## config.mk

```make
export PLATFORM = sky130hd
export DESIGN_NAME = ctu_cluster_rst_seq_flat
export DESIGN_NICKNAME = d
export VERILOG_FILES = /design/src/rtl/ctu_cluster_rst_seq_pkg.sv /design/src/rtl/ctu_cluster_rst_seq_if.sv /design/src/rtl/ctu_cluster_rst_seq_cnt.sv /design/src/rtl/ctu_cluster_rst_seq.sv /design/src/flat_wrapper.sv
export SDC_FILE = /design/constraint.sdc
export NUM_CORES = 1
export LEC_CHECK = 0
export ABC_AREA = 1
export ABC_CLOCK_PERIOD_IN_PS = 2750
export CORE_MARGIN = 2
export CORE_UTILIZATION = 45
export CTS_BUF_LIST = sky130_fd_sc_hd__clkbuf_4
export CTS_CLUSTER_SIZE = 40
export DETAILED_ROUTE_END_ITERATION = 7
export PLACE_DENSITY = 0.64
export SLEW_MARGIN = 20
export SYNTH_ARGS = -nofsm -noshare
export SYNTH_HDL_FRONTEND = slang
export SYNTH_SLANG_ARGS = --single-unit
```

## constraint.sdc

```tcl
create_clock -name gclk -period 2.75 [get_ports gclk]
set_input_delay 0.275 -clock gclk [delete_from_list [all_inputs] [get_ports gclk]]
set_output_delay 0.275 -clock gclk [all_outputs]
set_load 0.005 [all_outputs]
```

## src/rtl/ctu_cluster_rst_seq_pkg.sv

```systemverilog
// Shared types and helpers for the cluster clock/reset sequencer.
package ctu_rst_seq_pkg;

    typedef enum logic [2:0] {
        ST_ASSERT,
        ST_RAMP,
        ST_SETTLE,
        ST_RUN,
        ST_WRST,
        ST_DBG
    } seq_state_e;

    // Width of the shared down-counter: enough bits to hold the longest interval.
    function automatic int unsigned seq_cnt_w(input int unsigned rst_hold,
                                              input int unsigned stagger,
                                              input int unsigned sync_lat,
                                              input int unsigned dbg_width);
        int unsigned m;
        m = rst_hold;
        if (stagger > m)   m = stagger;
        if (sync_lat > m)  m = sync_lat;
        if (dbg_width > m) m = dbg_width;
        return $clog2(m + 1);
    endfunction

endpackage

```

## src/rtl/ctu_cluster_rst_seq_if.sv

```systemverilog
// Request/response bundle between the sequencer and its software/header side.
interface ctu_cluster_rst_seq_if #(
    parameter int unsigned NCLUST = 8
);
    logic [NCLUST-1:0] cken_req;
    logic              wrst_req;
    logic              dbg_req;
    logic [NCLUST-1:0] cluster_cken;
    logic              grst_l;
    logic              gdbginit_l;
    logic              seq_busy;
    logic              seq_done;

    modport master (
        output cken_req, wrst_req, dbg_req,
        input  cluster_cken, grst_l, gdbginit_l, seq_busy, seq_done
    );

    modport slave (
        input  cken_req, wrst_req, dbg_req,
        output cluster_cken, grst_l, gdbginit_l, seq_busy, seq_done
    );
endinterface

```

## src/rtl/ctu_cluster_rst_seq_cnt.sv

```systemverilog
// Loadable saturating down-counter used to time every sequencer phase.
module ctu_seq_cnt #(
    parameter int unsigned W = 4
) (
    input  logic         clk,
    input  logic         rst_n,
    input  logic         load,
    input  logic [W-1:0] load_val,
    output logic         zero
);
    logic [W-1:0] cnt;

    // Load has priority; otherwise count down and stick at zero.
    always_ff @(posedge clk or negedge rst_n) begin
        if (!rst_n) begin
            cnt <= '0;
        end else if (load) begin
            cnt <= load_val;
        end else if (cnt != '0) begin
            cnt <= cnt - W'(1);
        end
    end

    assign zero = (cnt == '0);
endmodule

```

## src/rtl/ctu_cluster_rst_seq.sv

```systemverilog
// Central clock/reset sequencer: power-on ramp, warm reset and debug init.
module ctu_cluster_rst_seq
    import ctu_rst_seq_pkg::*;
#(
    parameter int unsigned NCLUST    = 8,
    parameter int unsigned RST_HOLD  = 16,
    parameter int unsigned STAGGER   = 4,
    parameter int unsigned SYNC_LAT  = 8,
    parameter int unsigned DBG_WIDTH = 8
) (
    input  logic                  gclk,
    input  logic                  arst_l,
    ctu_cluster_rst_seq_if.slave  bus
);
    localparam int unsigned CNT_W = seq_cnt_w(RST_HOLD, STAGGER, SYNC_LAT, DBG_WIDTH);
    localparam int unsigned IDX_W = (NCLUST > 1) ? $clog2(NCLUST) : 1;

    seq_state_e        state, nxt_state;
    logic [IDX_W-1:0]  idx, idx_nxt;
    logic              hold_armed, armed_nxt;
    logic              cnt_load;
    logic [CNT_W-1:0]  cnt_val;
    logic              cnt_zero;

    logic [NCLUST-1:0] cken_q, cken_nxt;
    logic              grst_q, grst_nxt;
    logic              gdb_q, gdb_nxt;
    logic              busy_q, busy_nxt;
    logic              done_q, done_nxt;

    ctu_seq_cnt #(.W(CNT_W)) u_cnt (
        .clk      (gclk),
        .rst_n    (arst_l),
        .load     (cnt_load),
        .load_val (cnt_val),
        .zero     (cnt_zero)
    );

    // State, ramp index and power-on hold arming.
    always_ff @(posedge gclk or negedge arst_l) begin
        if (!arst_l) begin
            state      <= ST_ASSERT;
            idx        <= '0;
            hold_armed <= 1'b0;
        end else begin
            state      <= nxt_state;
            idx        <= idx_nxt;
            hold_armed <= armed_nxt;
        end
    end

    // Next state and counter reloads; loads use N-1 so each phase lasts N edges.
    // The counter leaves reset at 0, so the first ASSERT cycle arms the hold.
    always_comb begin
        nxt_state = state;
        idx_nxt   = idx;
        armed_nxt = hold_armed;
        cnt_load  = 1'b0;
        cnt_val   = '0;
        unique case (state)
            ST_ASSERT: begin
                if (!hold_armed) begin
                    armed_nxt = 1'b1;
                    cnt_load  = 1'b1;
                    cnt_val   = CNT_W'(RST_HOLD - 1);
                end else if (cnt_zero) begin
                    idx_nxt  = '0;
                    cnt_load = 1'b1;
                    if (NCLUST == 1) begin
                        nxt_state = ST_SETTLE;
                        cnt_val   = CNT_W'(SYNC_LAT - 1);
                    end else begin
                        nxt_state = ST_RAMP;
                        cnt_val   = CNT_W'(STAGGER - 1);
                    end
                end
            end
            ST_RAMP: begin
                if (cnt_zero) begin
                    idx_nxt  = idx + IDX_W'(1);
                    cnt_load = 1'b1;
                    if (32'(idx) + 32'd1 == NCLUST - 32'd1) begin
                        nxt_state = ST_SETTLE;
                        cnt_val   = CNT_W'(SYNC_LAT - 1);
                    end else begin
                        cnt_val   = CNT_W'(STAGGER - 1);
                    end
                end
            end
            ST_SETTLE: begin
                if (cnt_zero) begin
                    nxt_state = ST_RUN;
                    cnt_load  = 1'b1;
                end
            end
            ST_RUN: begin
                if (bus.wrst_req) begin
                    nxt_state = ST_WRST;
                    cnt_load  = 1'b1;
                    cnt_val   = CNT_W'(RST_HOLD - 1);
                end else if (bus.dbg_req) begin
                    nxt_state = ST_DBG;
                    cnt_load  = 1'b1;
                    cnt_val   = CNT_W'(DBG_WIDTH - 1);
                end
            end
            ST_WRST: begin
                if (cnt_zero) begin
                    nxt_state = ST_SETTLE;
                    cnt_load  = 1'b1;
                    cnt_val   = CNT_W'(SYNC_LAT - 1);
                end
            end
            ST_DBG: begin
                if (bus.wrst_req) begin
                    nxt_state = ST_WRST;
                    cnt_load  = 1'b1;
                    cnt_val   = CNT_W'(RST_HOLD - 1);
                end else if (cnt_zero) begin
                    nxt_state = ST_RUN;
                    cnt_load  = 1'b1;
                end
            end
            default: nxt_state = ST_ASSERT;
        endcase
    end

    // Next registered output values, derived from the current and next state.
    always_comb begin
        cken_nxt = cken_q;
        if (nxt_state == ST_WRST) begin
            cken_nxt = '1;
        end else if ((state == ST_RUN || state == ST_DBG) &&
                     (nxt_state == ST_RUN || nxt_state == ST_DBG)) begin
            cken_nxt = bus.cken_req;
        end else if (state == ST_ASSERT && nxt_state != ST_ASSERT) begin
            cken_nxt = NCLUST'(1);
        end else if (state == ST_RAMP && idx_nxt != idx) begin
            cken_nxt = cken_q | (NCLUST'(1) << idx_nxt);
        end
        grst_nxt = (nxt_state == ST_RUN) || (nxt_state == ST_DBG);
        gdb_nxt  = (nxt_state == ST_RUN);
        busy_nxt = (nxt_state != ST_RUN);
        done_nxt = (state == ST_SETTLE || state == ST_DBG) && (nxt_state == ST_RUN);
    end

    // Output registers.
    always_ff @(posedge gclk or negedge arst_l) begin
        if (!arst_l) begin
            cken_q <= '0;
            grst_q <= 1'b0;
            gdb_q  <= 1'b0;
            busy_q <= 1'b1;
            done_q <= 1'b0;
        end else begin
            cken_q <= cken_nxt;
            grst_q <= grst_nxt;
            gdb_q  <= gdb_nxt;
            busy_q <= busy_nxt;
            done_q <= done_nxt;
        end
    end

    assign bus.cluster_cken = cken_q;
    assign bus.grst_l       = grst_q;
    assign bus.gdbginit_l   = gdb_q;
    assign bus.seq_busy     = busy_q;
    assign bus.seq_done     = done_q;
endmodule

```

## src/flat_wrapper.sv

```systemverilog
// flat-port wrapper written by rule: the top's interface ports become plain ports
module ctu_cluster_rst_seq_flat import ctu_rst_seq_pkg::*;
#(
    parameter int unsigned NCLUST    = 8,
    parameter int unsigned RST_HOLD  = 16,
    parameter int unsigned STAGGER   = 4,
    parameter int unsigned SYNC_LAT  = 8,
    parameter int unsigned DBG_WIDTH = 8
)
  (gclk, arst_l, bus_cken_req, bus_wrst_req, bus_dbg_req, bus_cluster_cken, bus_grst_l, bus_gdbginit_l, bus_seq_busy, bus_seq_done);
  ctu_cluster_rst_seq_if #(.NCLUST(NCLUST)) bus_i ();
  input  logic gclk;
  input  logic arst_l;
  input wire logic [$bits(bus_i.cken_req)-1:0] bus_cken_req;
  input wire logic [$bits(bus_i.wrst_req)-1:0] bus_wrst_req;
  input wire logic [$bits(bus_i.dbg_req)-1:0] bus_dbg_req;
  output wire logic [$bits(bus_i.cluster_cken)-1:0] bus_cluster_cken;
  output wire logic [$bits(bus_i.grst_l)-1:0] bus_grst_l;
  output wire logic [$bits(bus_i.gdbginit_l)-1:0] bus_gdbginit_l;
  output wire logic [$bits(bus_i.seq_busy)-1:0] bus_seq_busy;
  output wire logic [$bits(bus_i.seq_done)-1:0] bus_seq_done;
  assign bus_i.cken_req = bus_cken_req;
  assign bus_i.wrst_req = bus_wrst_req;
  assign bus_i.dbg_req = bus_dbg_req;
  assign bus_cluster_cken = bus_i.cluster_cken;
  assign bus_grst_l = bus_i.grst_l;
  assign bus_gdbginit_l = bus_i.gdbginit_l;
  assign bus_seq_busy = bus_i.seq_busy;
  assign bus_seq_done = bus_i.seq_done;
  ctu_cluster_rst_seq #(.NCLUST(NCLUST), .RST_HOLD(RST_HOLD), .STAGGER(STAGGER), .SYNC_LAT(SYNC_LAT), .DBG_WIDTH(DBG_WIDTH)) u_core (.gclk(gclk), .arst_l(arst_l), .bus(bus_i));
endmodule
```

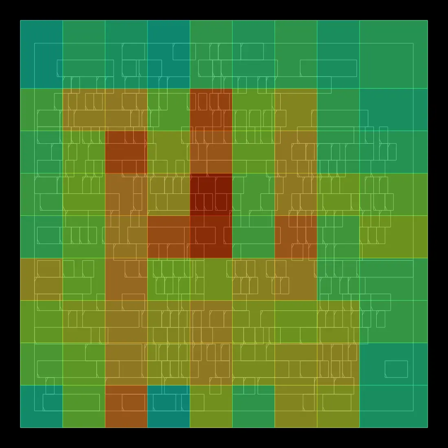
*Routing congestion map, run 1*
routed len/inst: 12.2 um
utilization after layout: 0.573
GR met3 Demand/Resource: 0.0239
GR Util met1: 0.303
met2 usage: 0.335

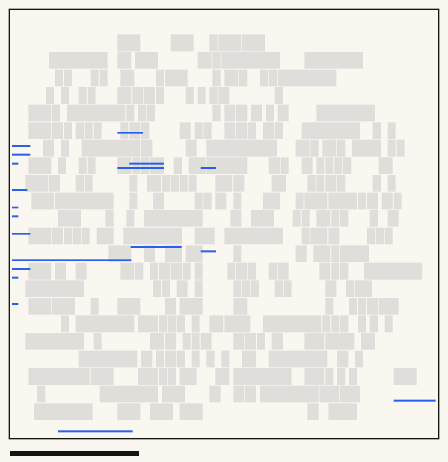
*Metal 3, run 1*
The bar under the picture is 20 um long. Cells faint in the background.
The layer holds 1.9% of the routed length. The longest straight run is 18.2 um.
Routed Wire Length: 4120 um
vias: 1694

==> run summary, run 1 <==
Status: finished clean
R2R depth: 17
Tmin final: 2.35 ns
Initial DRC Count: 74
Largest net degree at the start of global routing: 18
Crit path DRT: 2.98 ns
Biggest area cells: dfrtp_1 (33%), nand2_1 (16%), nand3_1 (11%)
Flop pwr share: 0.274
Final hold slack: 0.314 ns
Die X: 66.3 um
Mean Syn Cell Area: 6.69 sq um
RSZ-0062 raised after global routing: no
Clock group: 0.263 mW
Signal buf overhead: 0.130
Routed wire length on met2: 1850 um
DRC viols: 0
Wire length on met3: 78 um
Post-synthesis simple-gate area fraction: 0.423
Root buffer cell: clkbuf_4
Vias per Instance: 5.03
Area share, top type: 0.330
Clk buf depth: 2
Cycle use final: 0.856
Number of diodes: 0
Setup ws final: 0.396 ns
Largest register FFs: 8
Largest power group: combinational cells
Mux frac, synth: 0
Max Freq: 425 MHz
Sw frac: 0.475
Port-buffer cells: 23
Crit path max-delay family: simple AND/OR/NAND/NOR gates
Syn Nets: 278
Power share of the clock group: 0.116
Wire length of the first global-routing pass: 7190 um
Dpl ws: 0.342 ns
Worst R2R Start: u_core.u_cnt.cnt[0]
Latency at later pin: 0.32 ns
Yosys Chip Area: 1750 sq um
CTS resizes: 0
Crit start category: flip-flop
Worst Tran Pin Value: 0.604 ns
Final Cell Area: 2110 sq um
PwrDens: 1070 nW/um^2
P_sw: 1.07 mW
Worst Setup Path Type: flip-flop to flip-flop
P&R area growth vs syn: 21.0%
Crit-path max FO: 9
Endpoint class of the critical path: flip-flop
Class of the worst hold path: input port to async pin
Max-slew violations: 0
Pleak: 1.15 nW
Max Cap Violations: 0
CTS tree: done
Netlist Area Pre-Place: 1750 sq um
Post-DP HPWL: 3180 um
TNS Setup: 0 ns
Worst VDD drop: 0.453 mV
Inverters: 45
Registers: 24
Grt peak-use layer: met2
Main flop type: dfrtp_1
Core Area: 3690 sq um
Hold Vio Cnt, Final: 0
Count of cell types in the netlist: 27
Post CTS Setup Buffer Count: 0
GRT overflow: 0
Number of global-route vias before repair: 1579
Sink Count: 24
Total Routing Usage GR: 0.209
Reg2Reg Setup Slack: 0.40 ns
Critical Path Sink: u_core.bus.cluster_cken[3]
Top cell category: multi-input combinational cells
DRT Pass-1 Iters: 4
Fillers: 383
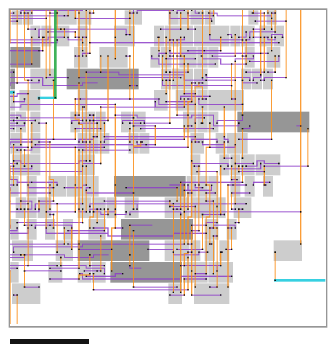
*Close-up of the layout, run 1*
The bar under the picture is 10 um long. Window x 26 to 66, y 0 to 40 um. Cells in grey, sequential cells in the stronger grey; small squares are vias.
Key: met1 = purple; met3 = cyan; met2 = orange; met4 = green
Netlist names of flops here include `u_core.u_cnt.cnt` (5), `u_core.hold_armed` (1). Most frequent: nand2_1 (26), nor2_1 (16), inv_1 (15). Sequential cells in the window: 6. 120 logic cells have their middle in the window.

### The metal 1 layer, run 1

The bar under the picture is 20 um long. Supply wires on this layer in grey.
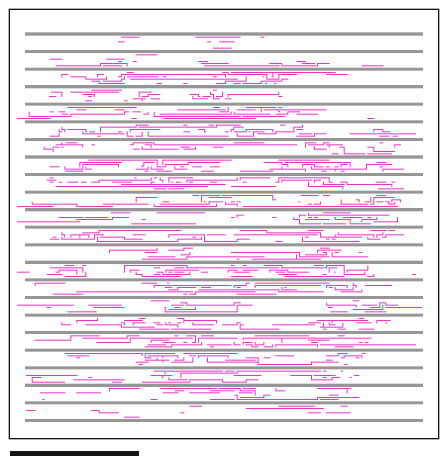

==> run 2, diff against run 1 <==
Settings changed: CORE_UTILIZATION 45 to 51, PLACE_DENSITY 0.64 to 0.71, SETUP_SLACK_MARGIN set to 0.5.
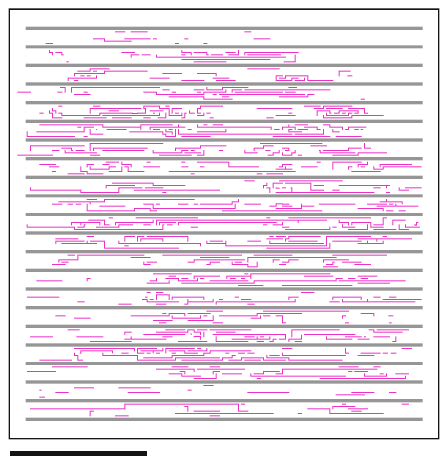
*The metal 1 layer, run 2*
The bar under the picture is 20 um long. Supply wires on this layer in grey.
The layer holds 49% of the routed length. 282 nets have wire on it. The layer carries 2030 um of wire. The longest straight run is 24.8 um. The wires run mostly horizontal.
GR Util met1: 0.332
vias: 1744

==> run 2 against run 1 <==
  * Count of clock-buffer cells in the layout did not move
  * Sequential power rose by 2%
  * Hold slack improved by 0.0032 ns
  * Critical endpoint is now u_core.bus.cluster_cken[4]
  * Largest power group unchanged
  * Highest routed layer unchanged
==> run summary, run 2 <==
Ys cells: 261 (unchanged)
Row cnt: 21 (was 22)
Initial DRC Count: 149 (was 74)
Area share, top type: 0.330 (unchanged)
Worst VDD drop: 0.579 mV (was 0.453 mV)
Clk buf depth: 2 (unchanged)
Asr flop ratio synth: 1.00 (unchanged)
Area leader, netlist: dfrtp_1 (unchanged)
Max stage delay on crit path: 0.41 ns (was 0.39 ns)
CTS Buf Count: 3 (unchanged)
Sink Count: 24 (unchanged)
Clock Network Area Fraction: 0.0120 (was 0.0249)
Post-synthesis simple-gate area fraction: 0.423 (unchanged)
Max layer used: met4 (unchanged)
Yosys Chip Area: 1750 sq um (unchanged)
Stages on worst setup path: 17 (unchanged)
Max Cap Violations: 0 (unchanged)
Design Power: 2.31 mW (was 2.26 mW)
RSZ-0062 raised after global routing: yes (was no)
Max Freq: 457 MHz (was 425 MHz)
Count of cell types in the netlist: 27 (unchanged)
Gpl congestion: 0.844 (was 0.854)
Worst Clk Skew: 0.00286 ns (was 0.00131 ns)
Initial antenna violation count: 0 (unchanged)
Slew headroom: 0.621 (was 0.596)
Grt peak-use layer: met2 (unchanged)
Hold Vio Cnt, Final: 0 (unchanged)
Sequential cell area: 602 sq um (unchanged)
Synth warn: 0 (unchanged)
Main flop type: dfrtp_1 (unchanged)
Class of the worst hold path: input port to async pin (unchanged)
Setup ws final: 0.560 ns (was 0.396 ns)
Registers: 24 (unchanged)
Logic Gate Count: 187 (unchanged)
Core Area: 3310 sq um (was 3690 sq um)
Seq area share: 0.275 (was 0.285)
Routed len/inst: 12.1 um (was 12.2 um)
PwrDens: 1060 nW/um^2 (was 1070 nW/um^2)
Capture point of the worst reg-to-reg path: u_core.bus.cluster_cken[4] (was u_core.bus.cluster_cken[3])
Number of global-route vias before repair: 1644 (was 1579)
Crit-path max FO: 6 (was 9)
Endpoint class of the critical path: flip-flop (unchanged)
Dpl ws: 0.182 ns (was 0.342 ns)
Root buffer cell: clkbuf_4 (unchanged)
Xor/xnor share: 0.0201 (unchanged)
Nets: 312 (was 307)
Inverters: 45 (unchanged)
Flop pwr share: 0.272 (was 0.274)
Largest register FFs: 8 (unchanged)
Tap Count: 46 (was 48)
Seq/Total Area, Yosys: 0.345 (unchanged)
Routed wire length on met2: 1900 um (was 1850 um)
Total Routing Usage GR: 0.229 (was 0.209)
Port-buffer cells: 23 (unchanged)
Met1 wire length: 2030 um (was 2150 um)
Die area: 3910 sq um (was 4390 sq um)
Worst R2R Start: u_core.u_cnt.cnt[1] (was u_core.u_cnt.cnt[0])
Worst Setup Path Type: flip-flop to flip-flop (unchanged)
Placed Area: 2030 sq um (was 2050 sq um)
Clock group: 0.161 mW (was 0.263 mW)
GRT overflow: 0 (unchanged)
DRT Pass-1 Iters: 5 (was 4)
Top cells by count: nand2_1 (73), inv_1 (41), nand3_1 (38), dfrtp_1 (23), nor2_1 (20) (unchanged)
Met2 usage: 0.371 (was 0.335)
Post-DP HPWL: 3040 um (was 3180 um)
WP buf/inv: 5 (was 3)
Top non-seq family: simple AND/OR/NAND/NOR gates (unchanged)
Dominant cell by count in the synthesized netlist: nand2_1 (unchanged)
Largest net degree at the start of global routing: 25 (was 18)
Clkbuf count: 3 (unchanged)
Most numerous logic cell after layout: nand2_1 (unchanged)
Signal buffers: 34 (was 29)
Syn Inst Count: 261 (unchanged)
Critical Path Sink: u_core.bus.cluster_cken[4] (was u_core.bus.cluster_cken[3])
H-Tree Depth: 1 (unchanged)
Status: finished clean (unchanged)
Io pins: 24 (unchanged)
Wire length on met3: 173 um (was 78 um)
Logic power comb: 1.52 mW (was 1.37 mW)
Routed Wire Length: 4130 um (was 4120 um)
Final setup vio count: 0 (unchanged)
CTS resizes: 4 (was 0)
TNS Setup: 0 ns (unchanged)
Crit path DRT: 3.01 ns (was 2.98 ns)
P_sw: 1.14 mW (was 1.07 mW)
Die height: 62.5 um (was 66.3 um)
Share of layout cells above drive strength 1: 0.156 (was 0.104)
Aoi share: 0.0631 (unchanged)
Post-route non-filler standard cell count: 340 (was 337)
Cells after DPL: 328 (was 333)
Fillers: 295 (was 383)
Logic share of the area: 0.467 (was 0.451)
Top cell category: multi-input combinational cells (unchanged)
Latency at later pin: 0.31 ns (was 0.32 ns)
Reg2Reg Setup Slack: 0.56 ns (was 0.40 ns)
Biggest area cells: dfrtp_1 (33%), nand2_1 (16%), nand3_1 (11%) (unchanged)
Worst-path cell chain: inv_2 > ha_4 > inv_2 > nor2_4 > nand2_2 > ha_4 > nand3b_1 > nand3_2 > buf_4 > buf_4 > inv_2 > nand3_1 > nand2_1 > nand3_1 > nand2_1 > nand2_2 > nand2_1 (was inv_1 > ha_1 > inv_1 > nor2_1 > nand2_1 > ha_1 > nand3b_1 > nand3_2 > nand2_1 > nand2_1 > inv_1 > nor2_1 > nand2_1 > nand2_2 > nand3_4 > nand2_1 > nand2_1)
Comb area: 1020 sq um (was 953 sq um)
Largest power group: combinational cells (unchanged)
Slowest stage cell, crit path: dfrtp_1 (unchanged)
Wire length of the first global-routing pass: 7420 um (was 7190 um)
Combinational share of power: 0.658 (was 0.609)
Critical Path AT: 2.45 ns (was 2.58 ns)
DRC viols: 0 (unchanged)
CP Launch Point: u_core.u_cnt.cnt[1] (was u_core.u_cnt.cnt[0])
Die X: 62.5 um (was 66.3 um)
Mux frac, synth: 0 (unchanged)
R2R depth: 17 (unchanged)
Clock-pin slew on the worst setup and hold paths: 0.14 ns (about the same)
Pint: 1.18 mW (was 1.19 mW)
Floorplan Utilization: 0.527 (was 0.473)
Power share of the clock group: 0.070 (was 0.116)
Top Layout Cells: nand2_1 (68), nand3_1 (38), inv_1 (37) (was nand2_1 (73), inv_1 (41), nand3_1 (38))
Signal buf overhead: 0.143 (was 0.130)
Crit path max-delay family: simple AND/OR/NAND/NOR gates (unchanged)
Netlist Area Pre-Place: 1750 sq um (unchanged)
Max-slew violations: 0 (unchanged)
Cycle use final: 0.796 (was 0.856)
Mean Syn Cell Area: 6.69 sq um (unchanged)
Register bit total from synthesis: 24 (unchanged)
Syn Nets: 278 (unchanged)
Final ANT Viol Nets: 0 (unchanged)
Vias per Instance: 5.13 (was 5.03)
Final Cell Area: 2190 sq um (was 2110 sq um)
Pleak: 1.17 nW (was 1.15 nW)
P&R area growth vs syn: 25.5% (was 21.0%)
Sw frac: 0.491 (was 0.475)
OpenROAD warning count: 29 (was 28)
Post CTS Setup Buffer Count: 2 (was 0)
CTS Hold Bufs: 0 (unchanged)
Final hold slack: 0.317 ns (was 0.314 ns)
Crit start category: flip-flop (unchanged)
Adder Area Share: 0.0358 (unchanged)
Tmin final: 2.19 ns (was 2.35 ns)
CTS tree: done (unchanged)
Number of diodes: 0 (unchanged)
Worst Tran Pin Value: 0.565 ns (was 0.604 ns)
Sequential power: 0.629 mW (was 0.619 mW)
Flip-flops with a built-in enable: 0 (unchanged)
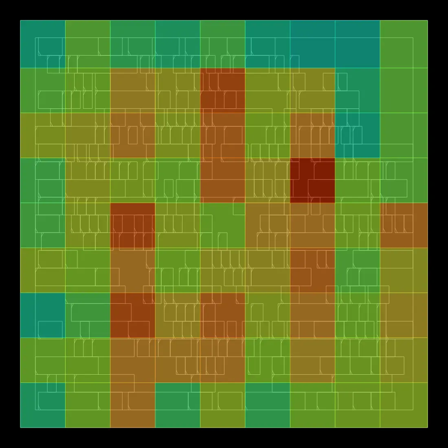
*Routing congestion map, run 2*
GR met3 Demand/Resource: 0.0216
utilization after layout: 0.662

==> run 3, diff against run 2 <==
Settings changed: ABC_CLOCK_PERIOD_IN_PS 2750 to 1950, PLACE_DENSITY 0.71 to 0.74.
Clock period 2.75 ns to 1.95 ns, I/O delays scaled along.
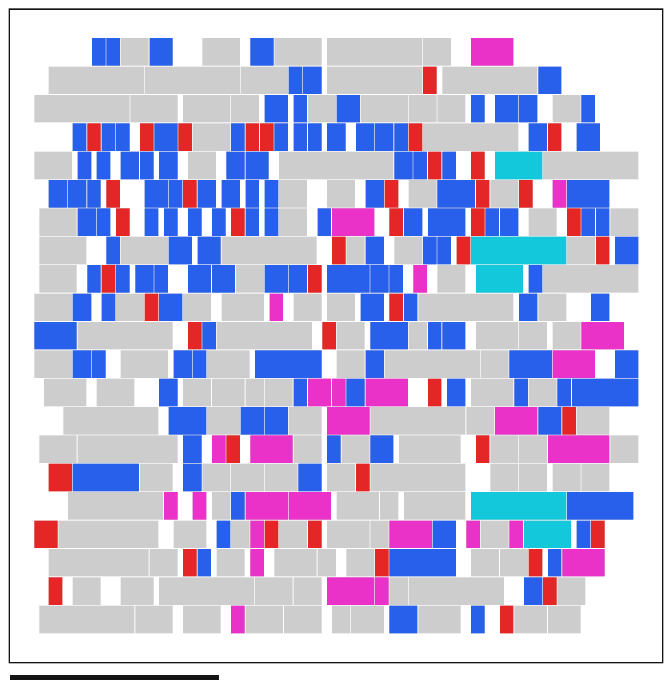
*Gate-type map, run 3*
The bar under the picture is 20 um long.
Key: inverters = red [cells 45, most used inv_1, where spread over the die]; NAND gates = blue [cells 132, most used nand2_1]; adder and majority cells = cyan [cells 5, most used ha_1]; NOR gates = magenta [cells 28, most used nor2_1]
most numerous logic cell after layout: nand2_1
post-route non-filler standard cell count: 390
logic share of the area: 0.429

==> run 3 against run 2 <==
  * Sequential share of layout area is 6.2 points lower
  * Hold slack got worse by 0.13 ns
  * Largest power group unchanged
  * The flow now finishes with violations (negative setup slack)
  * Worst setup slack got worse by 0.94 ns
  * Critical path type unchanged
  * Highest routed layer unchanged
  * Combinational power rose by 120%
  * Utilization is 20 points higher
  * Synthesized cell count is the same
==> run summary, run 3 <==
Worst Clk Skew: 0.00535 ns (was 0.00286 ns)
Capture point of the worst reg-to-reg path: u_core.bus.cluster_cken[3] (was u_core.bus.cluster_cken[4])
Dominant cell by count in the synthesized netlist: nand2_1 (unchanged)
Area share, top type: 0.330 (unchanged)
Count of cell types in the netlist: 27 (unchanged)
P_sw: 2.18 mW (was 1.14 mW)
Critical Path AT: 2.57 ns (was 2.45 ns)
Core Area: 3310 sq um (unchanged)
Pint: 2.37 mW (was 1.18 mW)
Aoi share: 0.0631 (unchanged)
Registers: 24 (unchanged)
Top cells by count: nand2_1 (73), inv_1 (41), nand3_1 (38), dfrtp_1 (23), nor2_1 (20) (unchanged)
Clock group: 0.386 mW (was 0.161 mW)
Sequential cell area: 604 sq um (was 602 sq um)
Max layer used: met4 (unchanged)
Nets: 362 (was 312)
Met1 wire length: 2390 um (was 2030 um)
Post-DP HPWL: 3250 um (was 3040 um)
Dpl ws: -0.186 ns (was 0.182 ns)
Netlist Area Pre-Place: 1750 sq um (unchanged)
Worst Setup Path Type: flip-flop to flip-flop (unchanged)
Largest net degree at the start of global routing: 25 (unchanged)
Max-slew violations: 0 (unchanged)
Final ANT Viol Nets: 0 (unchanged)
Stages on worst setup path: 17 (unchanged)
Asr flop ratio synth: 1.00 (unchanged)
Pleak: 1.58 nW (was 1.17 nW)
RSZ-0062 raised after global routing: yes (unchanged)
H-Tree Depth: 1 (unchanged)
Largest register FFs: 8 (unchanged)
Critical Path Sink: u_core.bus.cluster_cken[3] (was u_core.bus.cluster_cken[4])
Largest power group: combinational cells (unchanged)
Clock-pin slew on the worst setup and hold paths: 0.15 ns (was 0.14 ns)
Main flop type: dfrtp_1 (unchanged)
Max Freq: 430 MHz (was 457 MHz)
Top Layout Cells: nand2_1 (58), buf_4 (51), inv_1 (36) (was nand2_1 (68), nand3_1 (38), inv_1 (37))
Worst-path cell chain: inv_2 > ha_4 > inv_2 > nor2_4 > nand2_4 > ha_4 > nand3b_1 > nand3_2 > nand2_1 > nand2_1 > inv_1 > nor2_1 > nand2_1 > nand2_4 > nand3_4 > nand2_2 > nand2_2 (was inv_2 > ha_4 > inv_2 > nor2_4 > nand2_2 > ha_4 > nand3b_1 > nand3_2 > buf_4 > buf_4 > inv_2 > nand3_1 > nand2_1 > nand3_1 > nand2_1 > nand2_2 > nand2_1)
DRC viols: 0 (unchanged)
Die X: 62.5 um (unchanged)
Port-buffer cells: 23 (unchanged)
TNS Setup: -3.01 ns (was 0 ns)
P&R area growth vs syn: 62.6% (was 25.5%)
Latency at later pin: 0.35 ns (was 0.31 ns)
Status: complete, but fails checks (was finished clean)
Setup ws final: -0.375 ns (was 0.560 ns)
Register bit total from synthesis: 24 (unchanged)
Class of the worst hold path: input port to async pin (unchanged)
Design Power: 4.55 mW (was 2.31 mW)
R2R depth: 17 (unchanged)
Grt peak-use layer: met2 (unchanged)
Signal buffers: 83 (was 34)
Cells after DPL: 358 (was 328)
CTS Buf Count: 3 (unchanged)
Top non-seq family: simple AND/OR/NAND/NOR gates (unchanged)
Placed Area: 2290 sq um (was 2030 sq um)
Inverters: 45 (unchanged)
Die area: 3910 sq um (unchanged)
Mux frac, synth: 0 (unchanged)
Tap Count: 46 (unchanged)
Vias per Instance: 5.58 (was 5.13)
Crit path max-delay family: simple AND/OR/NAND/NOR gates (unchanged)
Endpoint class of the critical path: flip-flop (unchanged)
Reg2Reg Setup Slack: -0.38 ns (was 0.56 ns)
Hold Vio Cnt, Final: 0 (unchanged)
Worst Tran Pin Value: 0.391 ns (was 0.565 ns)
Ys cells: 261 (unchanged)
Failing checks: negative setup slack
Max stage delay on crit path: 0.43 ns (was 0.41 ns)
Io pins: 24 (unchanged)
Syn Nets: 278 (unchanged)
Die height: 62.5 um (unchanged)
Gpl congestion: 0.896 (was 0.844)
Crit-path max FO: 8 (was 6)
Slew headroom: 0.737 (was 0.621)
Sink Count: 24 (unchanged)
Sw frac: 0.480 (was 0.491)
Wire length on met3: 403 um (was 173 um)
Clk buf depth: 2 (unchanged)
Logic Gate Count: 188 (was 187)
Synth warn: 0 (unchanged)
Root buffer cell: clkbuf_4 (unchanged)
Flop pwr share: 0.190 (was 0.272)
Row cnt: 21 (unchanged)
Max Cap Violations: 0 (unchanged)
Adder Area Share: 0.0358 (unchanged)
Share of layout cells above drive strength 1: 0.372 (was 0.156)
Flip-flops with a built-in enable: 0 (unchanged)
CTS resizes: 44 (was 4)
Combinational share of power: 0.725 (was 0.658)
Crit start category: flip-flop (unchanged)
Number of diodes: 0 (unchanged)
Routed len/inst: 16.3 um (was 12.1 um)
Clock Network Area Fraction: 0.0185 (was 0.0120)
Floorplan Utilization: 0.527 (unchanged)
Utilization after layout: 0.857 (was 0.662)
Clkbuf count: 3 (unchanged)
WP buf/inv: 3 (was 5)
CTS Hold Bufs: 0 (unchanged)
Worst R2R Start: u_core.u_cnt.cnt[1] (unchanged)
Wire length of the first global-routing pass: 8810 um (was 7420 um)
CP Launch Point: u_core.u_cnt.cnt[1] (unchanged)
CTS tree: done (unchanged)
Fillers: 193 (was 295)
GR Util met1: 0.359 (was 0.332)
Number of global-route vias before repair: 1965 (was 1644)
Met2 usage: 0.495 (was 0.371)
Post CTS Setup Buffer Count: 10 (was 2)
Crit path DRT: 2.20 ns (was 3.01 ns)
Final setup vio count: 12 (was 0)
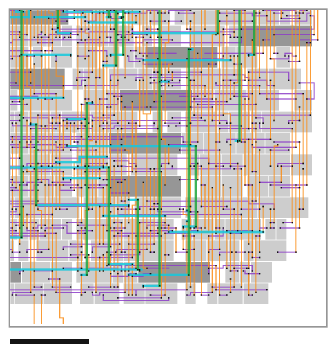
*Close-up of the layout, run 3*
The bar under the picture is 10 um long. Window x 22 to 62, y 0 to 40 um. Cells in grey, sequential cells in the stronger grey; small squares are vias.
Key: met2 = orange; met3 = cyan; met4 = green; met1 = purple
Netlist names of flops here include `u_core.u_cnt.cnt` (5), `u_core.bus.cluster_cken` (2). Most frequent: buf_4 (31), nand2_1 (13), inv_1 (11). Sequential cells in the window: 8. 151 logic cells have their middle in the window.

Power figures rest on the tool's default switching activity, not on a simulated workload.
